===== config.mk =====
export PLATFORM = sky130hd
export DESIGN_NAME = optic_flow_color_seq
export DESIGN_NICKNAME = d
export VERILOG_FILES = /design/src/rtl/optic_flow_color_seq.sv
export SDC_FILE = /design/constraint.sdc
export NUM_CORES = 1
export LEC_CHECK = 0
export ABC_AREA = 0
export CAP_MARGIN = 5
export CORE_ASPECT_RATIO = 0.8
export CORE_MARGIN = 4
export CORE_UTILIZATION = 55
export DETAILED_ROUTE_END_ITERATION = 12
export MAX_ROUTING_LAYER = met4
export PLACE_DENSITY = 0.83
export SYNTH_ARGS = -nofsm -noshare
export SYNTH_HDL_FRONTEND = slang
export SYNTH_SLANG_ARGS = --single-unit
export TNS_END_PERCENT = 5

===== constraint.sdc =====
create_clock -name clock -period 3.2 [get_ports clock]
set_input_delay 0.48 -clock clock [delete_from_list [all_inputs] [get_ports clock]]
set_output_delay 0.48 -clock clock [all_outputs]
set_load 0.02 [all_outputs]

===== src/rtl/optic_flow_color_seq.sv =====
// Optic-flow nibble to RGB565 custom instruction: 4-entry word input FIFO,
// 4-beat expansion sequencer and 8-entry colour-pair output FIFO.
module optic_flow_color_seq #(
    parameter logic [7:0] customInstructionId = 8'd0
) (
    input  logic        clock,
    input  logic        reset,
    input  logic        start,
    input  logic [7:0]  ciN,
    input  logic [31:0] valueA,
    input  logic [31:0] valueB,
    output logic        done,
    output logic [31:0] result
);

    localparam logic [1:0] OP_PUSH   = 2'd0;
    localparam logic [1:0] OP_POP    = 2'd1;
    localparam logic [1:0] OP_STATUS = 2'd2;
    localparam logic [1:0] OP_CLEAR  = 2'd3;

    localparam logic [0:0] ST_IDLE = 1'b0;
    localparam logic [0:0] ST_CONV = 1'b1;

    // Nibble {up, down, left, right}; a down flag lights every channel.
    function automatic logic [15:0] rgb565(input logic [3:0] nib);
        rgb565 = {nib[1] | nib[2], 4'b0000,
                  nib[0] | nib[2], 5'b00000,
                  nib[3] | nib[2], 4'b0000};
    endfunction

    logic [31:0] in_fifo_r  [4];
    logic [31:0] out_fifo_r [8];
    logic [1:0]  in_rd_ptr_r, in_wr_ptr_r;
    logic [2:0]  in_count_r;
    logic [2:0]  out_rd_ptr_r, out_wr_ptr_r;
    logic [3:0]  out_count_r;
    logic [0:0]  state_r;
    logic [1:0]  beat_r;
    logic        pop_pending_r;

    logic        active_s, push_ok_s, pop_try_s, pop_s, pop_empty_s, clear_s;
    logic        conv_wr_s, conv_deq_s;
    logic [7:0]  beat_byte_s;
    logic [31:0] conv_word_s;
    logic [31:0] status_s;

    // Instruction decode and converter write gating.
    always_comb begin
        active_s    = reset && start && (ciN == customInstructionId) && !pop_pending_r;
        push_ok_s   = active_s && (valueB[1:0] == OP_PUSH) && (in_count_r < 3'd4);
        clear_s     = active_s && (valueB[1:0] == OP_CLEAR);
        pop_try_s   = reset && ((active_s && (valueB[1:0] == OP_POP)) || pop_pending_r);
        pop_s       = pop_try_s && (out_count_r != 4'd0);
        pop_empty_s = pop_try_s && (out_count_r == 4'd0) && (in_count_r == 3'd0)
                      && (state_r == ST_IDLE);
        conv_wr_s   = reset && !clear_s && (state_r == ST_CONV) && (out_count_r < 4'd8);
        conv_deq_s  = conv_wr_s && (beat_r == 2'd3);
        beat_byte_s = in_fifo_r[in_rd_ptr_r][{beat_r, 3'b000} +: 8];
        conv_word_s = {rgb565(beat_byte_s[7:4]), rgb565(beat_byte_s[3:0])};
        status_s    = {22'd0, (state_r == ST_CONV), pop_pending_r, 1'b0,
                       in_count_r, out_count_r};
    end

    // Completion and result; result stays zero unless done is asserted.
    always_comb begin
        done   = 1'b0;
        result = 32'd0;
        if (pop_s) begin
            done   = 1'b1;
            result = out_fifo_r[out_rd_ptr_r];
        end else if (pop_empty_s) begin
            done   = 1'b1;
            result = 32'd0;
        end else if (active_s) begin
            case (valueB[1:0])
                OP_PUSH: begin
                    done   = 1'b1;
                    result = {31'd0, push_ok_s};
                end
                OP_STATUS: begin
                    done   = 1'b1;
                    result = status_s;
                end
                OP_CLEAR: begin
                    done   = 1'b1;
                    result = 32'd0;
                end
                default: begin
                    done   = 1'b0;
                    result = 32'd0;
                end
            endcase
        end else begin
            done   = 1'b0;
            result = 32'd0;
        end
    end

    // FIFO storage; contents are only meaningful below the counts, so no reset.
    always_ff @(posedge clock) begin
        if (push_ok_s) begin
            in_fifo_r[in_wr_ptr_r] <= valueA;
        end
        if (conv_wr_s) begin
            out_fifo_r[out_wr_ptr_r] <= conv_word_s;
        end
    end

    // Pointers, counts, sequencer and pending-pop state.
    always_ff @(posedge clock) begin
        if (!reset || clear_s) begin
            in_rd_ptr_r   <= 2'd0;
            in_wr_ptr_r   <= 2'd0;
            in_count_r    <= 3'd0;
            out_rd_ptr_r  <= 3'd0;
            out_wr_ptr_r  <= 3'd0;
            out_count_r   <= 4'd0;
            state_r       <= ST_IDLE;
            beat_r        <= 2'd0;
            pop_pending_r <= 1'b0;
        end else begin
            if (push_ok_s) begin
                in_wr_ptr_r <= in_wr_ptr_r + 2'd1;
            end
            if (conv_deq_s) begin
                in_rd_ptr_r <= in_rd_ptr_r + 2'd1;
            end
            in_count_r <= in_count_r + {2'b00, push_ok_s} - {2'b00, conv_deq_s};

            if (conv_wr_s) begin
                out_wr_ptr_r <= out_wr_ptr_r + 3'd1;
            end
            if (pop_s) begin
                out_rd_ptr_r <= out_rd_ptr_r + 3'd1;
            end
            out_count_r <= out_count_r + {3'b000, conv_wr_s} - {3'b000, pop_s};

            case (state_r)
                ST_IDLE: begin
                    beat_r <= 2'd0;
                    if (in_count_r != 3'd0) begin
                        state_r <= ST_CONV;
                    end
                end
                ST_CONV: begin
                    if (conv_wr_s) begin
                        beat_r <= beat_r + 2'd1;
                        if (beat_r == 2'd3) begin
                            state_r <= ST_IDLE;
                        end
                    end
                end
                default: begin
                    state_r <= ST_IDLE;
                    beat_r  <= 2'd0;
                end
            endcase

            if (pop_s || pop_empty_s) begin
                pop_pending_r <= 1'b0;
            end else if (active_s && (valueB[1:0] == OP_POP)) begin
                pop_pending_r <= 1'b1;
            end
        end
    end

endmodule


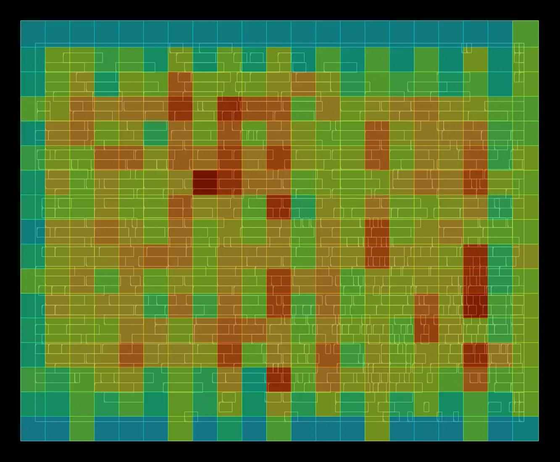
Fig. 1. Routing congestion (run 1).
GR Util All Layers: 18.31%
wire per inst: 20.71 um
gr busiest metal: met2
Finished Core Util: 66.93%

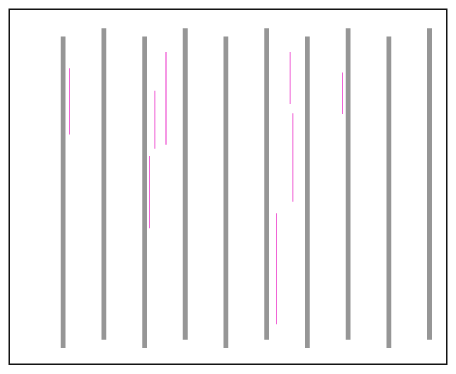
Fig. 2. M4 wires (run 1).
Scale: 3 px per um. Supply wires on this layer in gray.
- main direction: vertical
- share of all routed wire: 1.3%

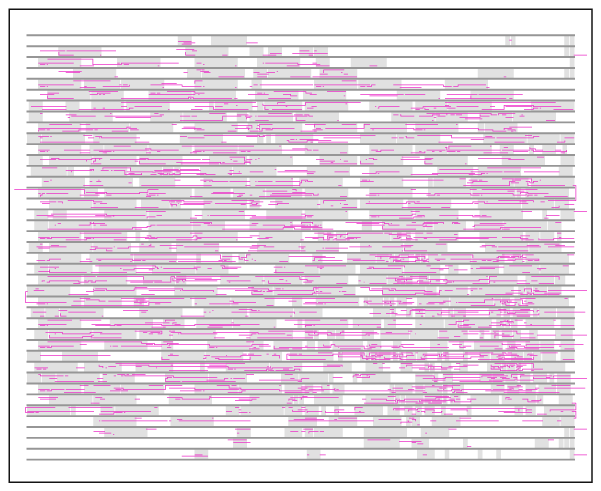
Fig. 3. Metal 1 (run 1).
Scale: 4 px per um. Supply wires on this layer in gray.
- nets with wire on the layer: 526
- wire length on this layer: 6,390 um

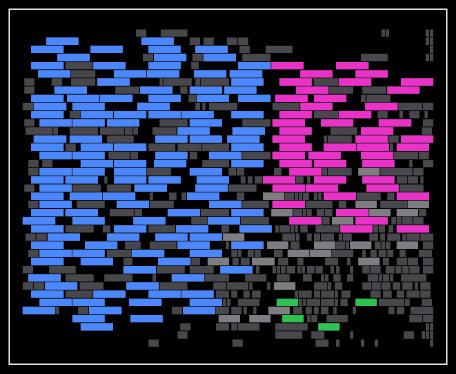
Fig. 4. Where the registers sit (run 1).
Scale: 3 px per um. Other sequential cells in the stronger gray, the rest of the logic in the fainter gray.
- blue: `in_fifo_r` (sequential cells 128)
- magenta: `out_fifo_r` (sequential cells 48)
- green: `out_count_r` (sequential cells 4)
- not colored: 22

==> run 1: flip-flops by register name, summed over array words and instances (netlist names), 2 cells and up, named ones only <==
| name | flops |
|---|---|
| in_fifo_r | 128 |
| out_fifo_r | 48 |
| out_count_r | 4 |
| in_count_r | 3 |
| out_rd_ptr_r | 3 |
| out_wr_ptr_r | 3 |
| beat_r | 2 |
| in_rd_ptr_r | 2 |
| in_wr_ptr_r | 2 |
==> run 1: cells by family (layout without fill, tap and decap cells) <==
logic type / Yosys count / in the layout
xor+xnor: 10 / 10
flops: 202 / 202
mux: 54 / 54
compound gates: 31 / 31
buf+inv: 49 / 124
simple gates: 82 / 82
fa+ha+maj: 16 / 16
other cells: 1 / 19
==> run notes, run 1 <==
run results: status=finished clean, CP required=2720 ps, XOR-XNOR Cells, Area Fraction=approximately 1.1%, most frequent cells in the layout=edfxtp_1, clkdlybuf4s50_1, nor2_1, mux4_2, dfxtp_1, CP bufs+invs=2, delay-heaviest family, CP=buffers and inverters, clk_skew=approximately 9.5 ps, crit path capture=result[0], Final #Nets=617, CP Depth=6, DRC=0, tap cells=around 180, antenna violations before repair=0, Critical Path End Type=output pin, Clk pwr share=between 40% and 50%, Die X=~150 um, first-pass GRT wire length=around 24,000 um, reg2reg path depth=13, met1 Track Usage GR=23.61%, Seq. cell area=approximately 0.0058 mm2, Commonest cells post-synth=edfxtp_1, nor2_1, dfxtp_1, mux4_2, buf_4, Mux cell area share=13.97%, Post-Syn Instances=around 450, Worst IR Drop VDD=about 0.47 mV, Non-CTS buffers=a little under 80, Post-synth EDFFs=about 180
==> run 1 -> run 2 <==
--- a/config.mk
+++ b/config.mk
@@ -7,7 +7,7 @@
 export LEC_CHECK = 0
 export ABC_AREA = 0
 export CAP_MARGIN = 5
-export CORE_ASPECT_RATIO = 0.8
+export CORE_ASPECT_RATIO = 0.5
 export CORE_MARGIN = 4
 export CORE_UTILIZATION = 55
 export DETAILED_ROUTE_END_ITERATION = 12
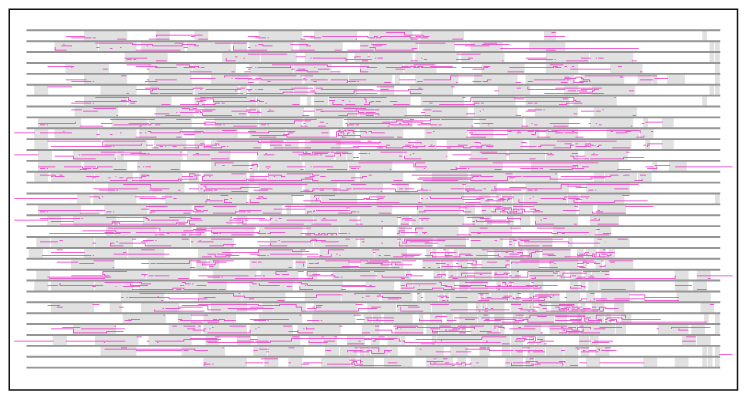
Fig. 5. Metal 1 (run 2).
Scale: 4 px per um. Supply wires on this layer in gray.
- main direction: horizontal
- wire length on this layer: 6,130 um
- share of all routed wire: 42%

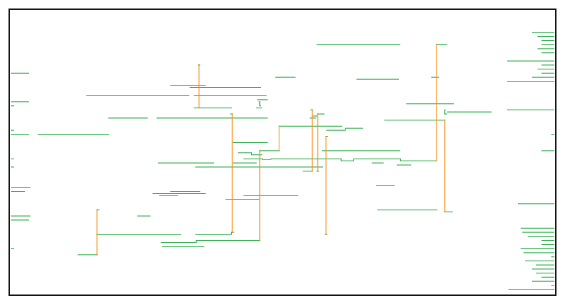
Fig. 6. Signal wires by layer (run 2).
Scale: 3 px per um. Two of the layers only.
- green: met3 (wire length 990 um)
- orange: met4 (wire length 248 um)

==> run notes, run 2 <==
run results: Critical Path End Type=output pin, clk_skew=22.95 ps, status=finished clean, Dominant comb cell=multiplexers, delay-heaviest family, CP=simple AND/OR/NAND/NOR gates, GR Util All Layers=~18%, startpoint types=flip-flop, Non-CTS buffers=roughly 80, Setup violations, final=0, Seq. cell area=between 0.005 and 0.006 mm2, XOR-XNOR Cells, Area Fraction=1.056%, most frequent cells in the layout=edfxtp_1, clkdlybuf4s50_1, nor2_1, mux4_2, dfxtp_1, CP Depth=7, Mux cell area share=approximately 14%, main area contributors=edfxtp_1, mux4_2, dfxtp_1, number of flip-flops in the largest register=around 130, Setup crit start=out_count_r[3]$_SDFF_PP0_, Final #Nets=around 600, gr busiest metal=met2, Post-synth EDFFs=176, wire per inst=around 20 um, DRC=0, met1 Track Usage GR=a little under a quarter, Largest regs=in_fifo_r x128, out_fifo_r x48, out_count_r x4, Die X=approximately 180 um, Top reg by flops=in_fifo_r, crit path capture=result[4], CP required=~2700 ps, CP bufs+invs=2, tap cells=between 150 and 200, first-pass GRT wire length=between 20,000 and 25,000 um, Commonest cells post-synth=edfxtp_1, nor2_1, dfxtp_1, mux4_2, buf_4, dpl hpwl=about 9300 um, Final Hold Fails=0, antenna violations before repair=0, Post-Syn Instances=445
run 2: through the flow:
step	setup slack (ps)	cells	util, %	total power (uW)
6_report	160.7	735	66.41	4980
5_1_grt	48.70	735	66.41	5144
4_1_cts	0.2405	735	66.25	5028
3_5_place_dp	53.70	705	62.54	3019
3_3_place_gp	57.64	705	62.54	3015
2_1_floorplan	493.9	463	-	2954
run 2: power breakdown:
group / internal (uW) / leakage, uW / total [uW] / switching, uW
sequential: 2850 / 0.00178 / 2850 / 0.0588
combinational: 56.6 / 0.00136 / 116 / 59.3
clock: 1120 / 0.000264 / 2020 / 898
run 2: routing by layer:
layer,up-vias,part of all wire [%]
li1,1894,-
met1,2081,42
met2,148,49
met3,21,6.8
met4,0,1.7
met5,-,0
==> run 2 -> run 3 <==
--- a/config.mk
+++ b/config.mk
@@ -6,6 +6,7 @@
 export NUM_CORES = 1
 export LEC_CHECK = 0
 export ABC_AREA = 0
+export ABC_CLOCK_PERIOD_IN_PS = 3200
 export CAP_MARGIN = 5
 export CORE_ASPECT_RATIO = 0.5
 export CORE_MARGIN = 4
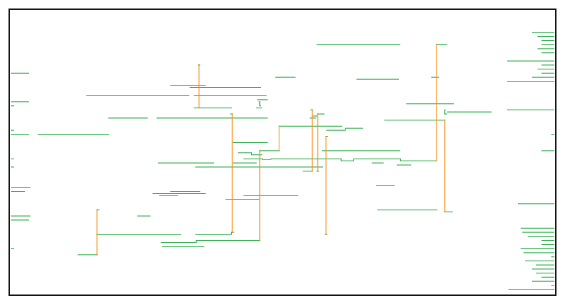
Fig. 7. Signal wires by layer (run 3).
Scale: 3 px per um. Two of the layers only.
- orange: met4 (wire length 248 um)
- green: met3 (wire length 990 um)

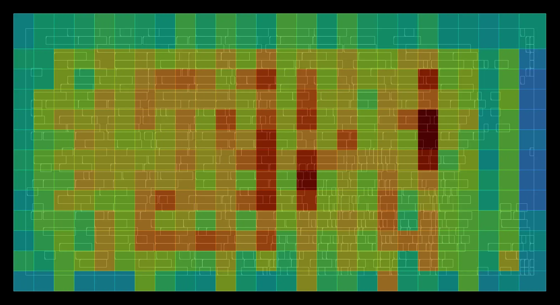
Fig. 8. Routing congestion (run 3).
M2 GR Usage: 28.61%
GR Util All Layers: 17.73%
Finished Core Util: 66.41%

==> run notes, run 3 <==
run results: Final #Nets=618, clk_skew=22.95 ps, startpoint types=flip-flop, reg2reg path depth=13, register share of total power=57.2%, Internal Pwr Total=roughly 4000 uW, Clk pwr share=between 40% and 50%, DRC=0, status=finished clean, Top reg by flops=in_fifo_r, Largest regs=in_fifo_r x128, out_fifo_r x48, out_count_r x4, Switching Fraction=slightly below 20%, combinational power=about 120 uW, Mux cell area share=13.97%, delay-heaviest family, CP=simple AND/OR/NAND/NOR gates, Dominant comb cell=multiplexers, XOR-XNOR Cells, Area Fraction=under 10%, Clk. pwr=between 2000 and 2500 uW, overall power=~5000 uW, crit path capture=result[4], seq pwr=about 2900 uW, wire per inst=19.82 um, CP Depth=7, P_sw=~960 uW
-- run 3: metal layers --
metal  routed length (um)  global-route usage [%]
met3                  990                   3.963
met1                 6127                   23.25
met2                 7203                   28.61
met5                    0                       -
met4                  248                   4.931
-- run 3: area by class of cell --
cell class	instances	area, um2
Sequential cell	202	5808
Fill cell	973	4912
Multi-Input combinational cell	212	2246
Inverter	13	48.80
Tap cell	198	247.7
Clock buffer	20	457.9
Clock inverter	10	87.58
Timing Repair Buffer	80	814.5
-- run 3: worst register-to-register path, stage by stage (launching register included) --
cell	delay, ps
dfxtp_1	360
inv_1	90
ha_1	150
or3b_2	490
and2_1	210
nand2_1	140
inv_1	60
ha_1	260
inv_1	60
ha_1	160
inv_1	60
fa_1	380
xor2_1	140
nor2_1	50
Power figures rest on the tool's default switching activity, not on a simulated workload.
